==> src/rtl/pcm_to_i2s.sv <==
// pcm_to_i2s
// ----------
// Serializes parallel stereo PCM samples into an I2S master stream
// (BCLK, LRCK, SDATA). Each channel is buffered one sample deep in a staging
// register; a full L/R frame is copied into the frame shift registers at
// every frame boundary. A channel that received no new sample since the last
// boundary retransmits its staging value and raises a one-cycle underrun.
//
// Handshake: the *_valid inputs are one-cycle strobes with no ready. A strobe
// is accepted unconditionally whenever the block is running. If several
// strobes arrive within one frame, the last one wins. While idle (reset_n=0
// or run=0), strobes are ignored.
//
// Ports
//   clk                 in   system clock (only clock)
//   reset_n             in   synchronous active-low reset
//   run                 in   enable; low forces idle, same as reset
//   l/r_pcmToI2s_d_valid in  one-cycle "new sample" strobes
//   l/r_pcmToI2s_d      in   DATA_WIDTH two's complement samples
//   i2s_bclk            out  bit clock (CLK_DIV clk cycles per half period)
//   i2s_lrclk           out  word select, 0 = left slot, 1 = right slot
//   i2s_sdata           out  serial data, MSB first, one BCLK after LRCK edge
//   frame_start         out  one-cycle pulse when a new frame is loaded
//   underrun            out  pulse with frame_start when a channel is stale
module pcm_to_i2s #(
  parameter int CLK_DIV    = 4,
  parameter int DATA_WIDTH = 24,
  parameter int SLOT_BITS  = 32
) (
  input  logic                  clk,
  input  logic                  reset_n,
  input  logic                  run,
  input  logic                  l_pcmToI2s_d_valid,
  input  logic                  r_pcmToI2s_d_valid,
  input  logic [DATA_WIDTH-1:0] l_pcmToI2s_d,
  input  logic [DATA_WIDTH-1:0] r_pcmToI2s_d,
  output logic                  i2s_bclk,
  output logic                  i2s_lrclk,
  output logic                  i2s_sdata,
  output logic                  frame_start,
  output logic                  underrun
);

  localparam int DIV_W = (CLK_DIV > 1) ? $clog2(CLK_DIV) : 1;
  localparam int CNT_W = $clog2(2 * SLOT_BITS);

  localparam logic [DIV_W-1:0] DIV_LAST   = DIV_W'(CLK_DIV - 1);
  localparam logic [CNT_W-1:0] BIT_LAST   = CNT_W'(2 * SLOT_BITS - 1);
  localparam logic [CNT_W-1:0] SLOT_START = CNT_W'(SLOT_BITS);
  localparam logic [CNT_W-1:0] L_FIRST    = CNT_W'(1);
  localparam logic [CNT_W-1:0] L_LAST     = CNT_W'(DATA_WIDTH);
  localparam logic [CNT_W-1:0] R_FIRST    = CNT_W'(SLOT_BITS + 1);
  localparam logic [CNT_W-1:0] R_LAST     = CNT_W'(SLOT_BITS + DATA_WIDTH);

  logic [DIV_W-1:0]      div_cnt_q, div_cnt_d;
  logic [CNT_W-1:0]      bit_cnt_q, bit_cnt_d;
  logic                  bclk_q, bclk_d;
  logic                  lrclk_q, lrclk_d;
  logic                  sdata_q, sdata_d;
  logic                  frame_start_q, frame_start_d;
  logic                  underrun_q, underrun_d;
  logic [DATA_WIDTH-1:0] l_stage_q, l_stage_d;
  logic [DATA_WIDTH-1:0] r_stage_q, r_stage_d;
  logic                  l_fresh_q, l_fresh_d;
  logic                  r_fresh_q, r_fresh_d;
  logic [DATA_WIDTH-1:0] l_shift_q, l_shift_d;
  logic [DATA_WIDTH-1:0] r_shift_q, r_shift_d;

  logic                  div_tick;
  logic                  bclk_fall;
  logic [CNT_W-1:0]      bit_nxt;

  always_comb begin
    div_cnt_d     = div_cnt_q;
    bit_cnt_d     = bit_cnt_q;
    bclk_d        = bclk_q;
    lrclk_d       = lrclk_q;
    sdata_d       = sdata_q;
    frame_start_d = 1'b0;
    underrun_d    = 1'b0;
    l_stage_d     = l_stage_q;
    r_stage_d     = r_stage_q;
    l_fresh_d     = l_fresh_q;
    r_fresh_d     = r_fresh_q;
    l_shift_d     = l_shift_q;
    r_shift_d     = r_shift_q;
    div_tick      = 1'b0;
    bclk_fall     = 1'b0;
    bit_nxt       = '0;

    if (!run) begin
      // Idle: bit_cnt parks at the last bit so the first falling edge after
      // enable wraps to 0 and loads a frame.
      div_cnt_d = '0;
      bit_cnt_d = BIT_LAST;
      bclk_d    = 1'b0;
      lrclk_d   = 1'b0;
      sdata_d   = 1'b0;
      l_stage_d = '0;
      r_stage_d = '0;
      l_fresh_d = 1'b0;
      r_fresh_d = 1'b0;
      l_shift_d = '0;
      r_shift_d = '0;
    end else begin
      div_tick  = (div_cnt_q == DIV_LAST);
      div_cnt_d = div_tick ? '0 : div_cnt_q + 1'b1;
      if (div_tick) begin
        bclk_d = ~bclk_q;
      end
      bclk_fall = div_tick && bclk_q;

      if (bclk_fall) begin
        bit_nxt   = (bit_cnt_q == BIT_LAST) ? '0 : bit_cnt_q + 1'b1;
        bit_cnt_d = bit_nxt;
        lrclk_d   = (bit_nxt >= SLOT_START);
        sdata_d   = 1'b0;
        if (bit_nxt == '0) begin
          // Frame boundary: staging values from before this cycle are used.
          l_shift_d     = l_stage_q;
          r_shift_d     = r_stage_q;
          l_fresh_d     = 1'b0;
          r_fresh_d     = 1'b0;
          frame_start_d = 1'b1;
          underrun_d    = !(l_fresh_q && r_fresh_q);
        end else if (bit_nxt >= L_FIRST && bit_nxt <= L_LAST) begin
          sdata_d   = l_shift_q[DATA_WIDTH-1];
          l_shift_d = l_shift_q << 1;
        end else if (bit_nxt >= R_FIRST && bit_nxt <= R_LAST) begin
          sdata_d   = r_shift_q[DATA_WIDTH-1];
          r_shift_d = r_shift_q << 1;
        end
      end

      // Placed after the frame load so a strobe in the load cycle keeps its
      // fresh flag and is carried by the following frame.
      if (l_pcmToI2s_d_valid) begin
        l_stage_d = l_pcmToI2s_d;
        l_fresh_d = 1'b1;
      end
      if (r_pcmToI2s_d_valid) begin
        r_stage_d = r_pcmToI2s_d;
        r_fresh_d = 1'b1;
      end
    end
  end

  always_ff @(posedge clk) begin
    if (!reset_n) begin
      div_cnt_q     <= '0;
      bit_cnt_q     <= BIT_LAST;
      bclk_q        <= 1'b0;
      lrclk_q       <= 1'b0;
      sdata_q       <= 1'b0;
      frame_start_q <= 1'b0;
      underrun_q    <= 1'b0;
      l_stage_q     <= '0;
      r_stage_q     <= '0;
      l_fresh_q     <= 1'b0;
      r_fresh_q     <= 1'b0;
      l_shift_q     <= '0;
      r_shift_q     <= '0;
    end else begin
      div_cnt_q     <= div_cnt_d;
      bit_cnt_q     <= bit_cnt_d;
      bclk_q        <= bclk_d;
      lrclk_q       <= lrclk_d;
      sdata_q       <= sdata_d;
      frame_start_q <= frame_start_d;
      underrun_q    <= underrun_d;
      l_stage_q     <= l_stage_d;
      r_stage_q     <= r_stage_d;
      l_fresh_q     <= l_fresh_d;
      r_fresh_q     <= r_fresh_d;
      l_shift_q     <= l_shift_d;
      r_shift_q     <= r_shift_d;
    end
  end

  assign i2s_bclk    = bclk_q;
  assign i2s_lrclk   = lrclk_q;
  assign i2s_sdata   = sdata_q;
  assign frame_start = frame_start_q;
  assign underrun    = underrun_q;

endmodule

==> config.mk <==
export PLATFORM = sky130hd
export DESIGN_NAME = pcm_to_i2s
export DESIGN_NICKNAME = d
export VERILOG_FILES = /design/src/rtl/pcm_to_i2s.sv
export SDC_FILE = /design/constraint.sdc
export NUM_CORES = 1
export LEC_CHECK = 0
export CAP_MARGIN = 0
export CELL_PAD_IN_SITES_DETAIL_PLACEMENT = 1
export CELL_PAD_IN_SITES_GLOBAL_PLACEMENT = 1
export CORE_ASPECT_RATIO = 2
export CORE_MARGIN = 8
export CORE_UTILIZATION = 39
export DETAILED_ROUTE_END_ITERATION = 16
export HOLD_SLACK_MARGIN = 0.15
export PLACE_DENSITY_LB_ADDON = 0.1
export SLEW_MARGIN = 30
export SYNTH_ARGS = -nofsm -noshare
export SYNTH_HDL_FRONTEND = slang
export SYNTH_SLANG_ARGS = --single-unit
export TNS_END_PERCENT = 1
==> constraint.sdc <==
create_clock -name clk -period 2.4 [get_ports clk]
set_clock_uncertainty 0.1 [all_clocks]
set_input_delay 0.48 -clock clk [delete_from_list [all_inputs] [get_ports clk]]
set_output_delay 0.48 -clock clk [all_outputs]
set_load 0.05 [all_outputs]
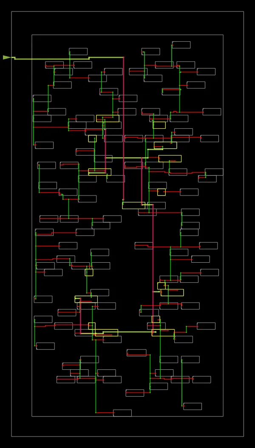
clock_nets.png
number of sinks on the clock net: 111
clock buffers: 10
Clock Latency Late Sink: 0.35 ns
power attributed to the clock group: 0.00145 W
number of sequential cells in the layout: 111

==> out/metrics.yaml <==
synthesis:
  top_cell_area_share_pct: 46.4
  yosys_warnings: 0
  synthTopLogicFamily: "multiplexers"
  synthesis.area_um2: 4790
  area_leaders: "sky130_fd_sc_hd__dfxtp_1, sky130_fd_sc_hd__mux2i_1, sky130_fd_sc_hd__mux2_2"
  synth-area-yosys_um2: 4790
  synth.yosys.seq_area_share_pct: 46.4
  yosys-top-cells-count: "sky130_fd_sc_hd__dfxtp_1, sky130_fd_sc_hd__mux2i_1, sky130_fd_sc_hd__nor2_1"
  yosysTopAreaCell: "sky130_fd_sc_hd__dfxtp_1"
  synth-main-ff-cell: "sky130_fd_sc_hd__dfxtp_1"
  floorplan.nets: 547
clock_tree:
  cts_resized: 2
  clock_root_buffer: "sky130_fd_sc_hd__clkbuf_16"
  clock_tree.htree_level_count: 3
  path_clk_slew_ns: 0.07
pwr:
  power.total_w: 0.00358
  power.density_cell_area_nw_per_um2: 605
  maximum_ir_drop_on_the_vdd_rail_mv: 0.365
  total_leakage_power_nw: 2.60
cells_and_area:
  most-common-layout-cells: "sky130_fd_sc_hd__dfxtp_1, sky130_fd_sc_hd__mux2i_1, sky130_fd_sc_hd__nor2_1"
  mostFrequentLayoutCell: "sky130_fd_sc_hd__dfxtp_1"
  finalInstanceArea_um2: 5920
  finalCoreUtilization_pct: 49.1
  final_net_count: 598
  comb_area_um2: 2370
  seq_area_share_pct: 37.6
  nonClkBufAreaFrac_pct: 14.0
  area_growth_syn_to_layout_pct: 23.6
  nFillCells: 1377
  final-clk-cell-share_pct: 4.91
  regArea_um2: 2220
  finish.cell_count_without_fillers: 694
floorplan:
  boundaryPins: 58
  tap-cell-count: 147
  die_outline_area_um2: 16300
  row_count: 57
worst_setup_path:
  critical_path.max_stage_delay_ns: 0.40
  worst_r2r_endpoint: "r_shift_q[4]$_SDFFE_PN0P_"
  r2r_cells: 7
  rr_startpoint: "bit_cnt_q[0]$_SDFFE_PN1P_"
  crit_arrival_ns: 2.47
  critical_path_buf_inv_count: 1
  cpLargestDelayFamily: "AND-OR/OR-AND gates"
  timing.critical_path.fanout_max: 23
global_route:
  met3_grt_util_pct: 2.56
  antenna_violations_before_repair: 0
  busiest_layer_in_global_routing: "met2"
  number_of_global_route_vias_before_repair: 4089
  pin_count_of_the_biggest_net_entering_global_routing: 30
  groute.layer.met2.usage_pct: 26.6
  grt.total_usage_pct: 14.5
timing:
  worst_slew_margin_rel_pct: 65.0
  maxClockFrequency_ghz: 0.435
  timing_worst_slew_pin_value_ns: 0.523
  grt_setup_unrepaired: "no"
  setup_viol: 0
  hold_viol_final: 0
  timing_max_transition_violations_final: 0
  fin_hold_ws_ns: 0.340
  final.period_utilization_pct: 95.9
route:
  routedWlPerCell_um: 16.4
  route.antenna.remaining_nets: 0
  vias: 3698
  wl_um: 11400
  route.detailed.vias_per_inst: 5.33
min_path:
  min_path_cells: 1
run:
  warning_count: 27
run_status:
  status: "finished, final reports clean"
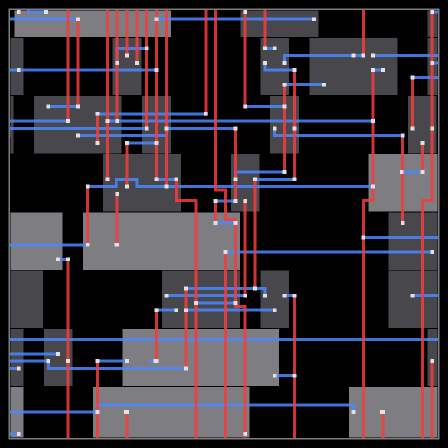
closeup.png
Window x 61 to 81, y 120 to 140 um. Cells in gray, sequential cells in the stronger gray; small squares are vias.
color	layer
blue	M1
red	M2
sequential cells in the window	4
cells with their middle in the window	17
most frequent	nand2_1 (7), dfxtp_1 (4), mux2_2 (3)
netlist names of flops here include	`r_shift_q` (3), `r_stage_q` (1)

power breakdown:
group	total (W)	internal, W	switching, W
clock	0.00145	0.000748	0.000702
combinational	0.000244	0.000144	0.000100
sequential	0.00189	0.00187	0.0000158
total	0.00358	0.00276	0.000818
state kept, by name, indices dropped and copies added, names as in the netlist:
register,flops
r_fresh_q,1
bit_cnt_q,6
r_shift_q,24
div_cnt_q,2
l_stage_q,24
r_stage_q,24
frame_start,1
i2s_lrclk,1
l_shift_q,24
i2s_sdata,1
i2s_bclk,1
underrun,1
l_fresh_q,1
per-layer routing:
layer	part of all wire (%)	wire length, um
met3	2.6	293
met2	54	6170
met5	0	0
met4	2.8	314
met1	40	4600
Power is estimated from default activity; no workload was simulated.
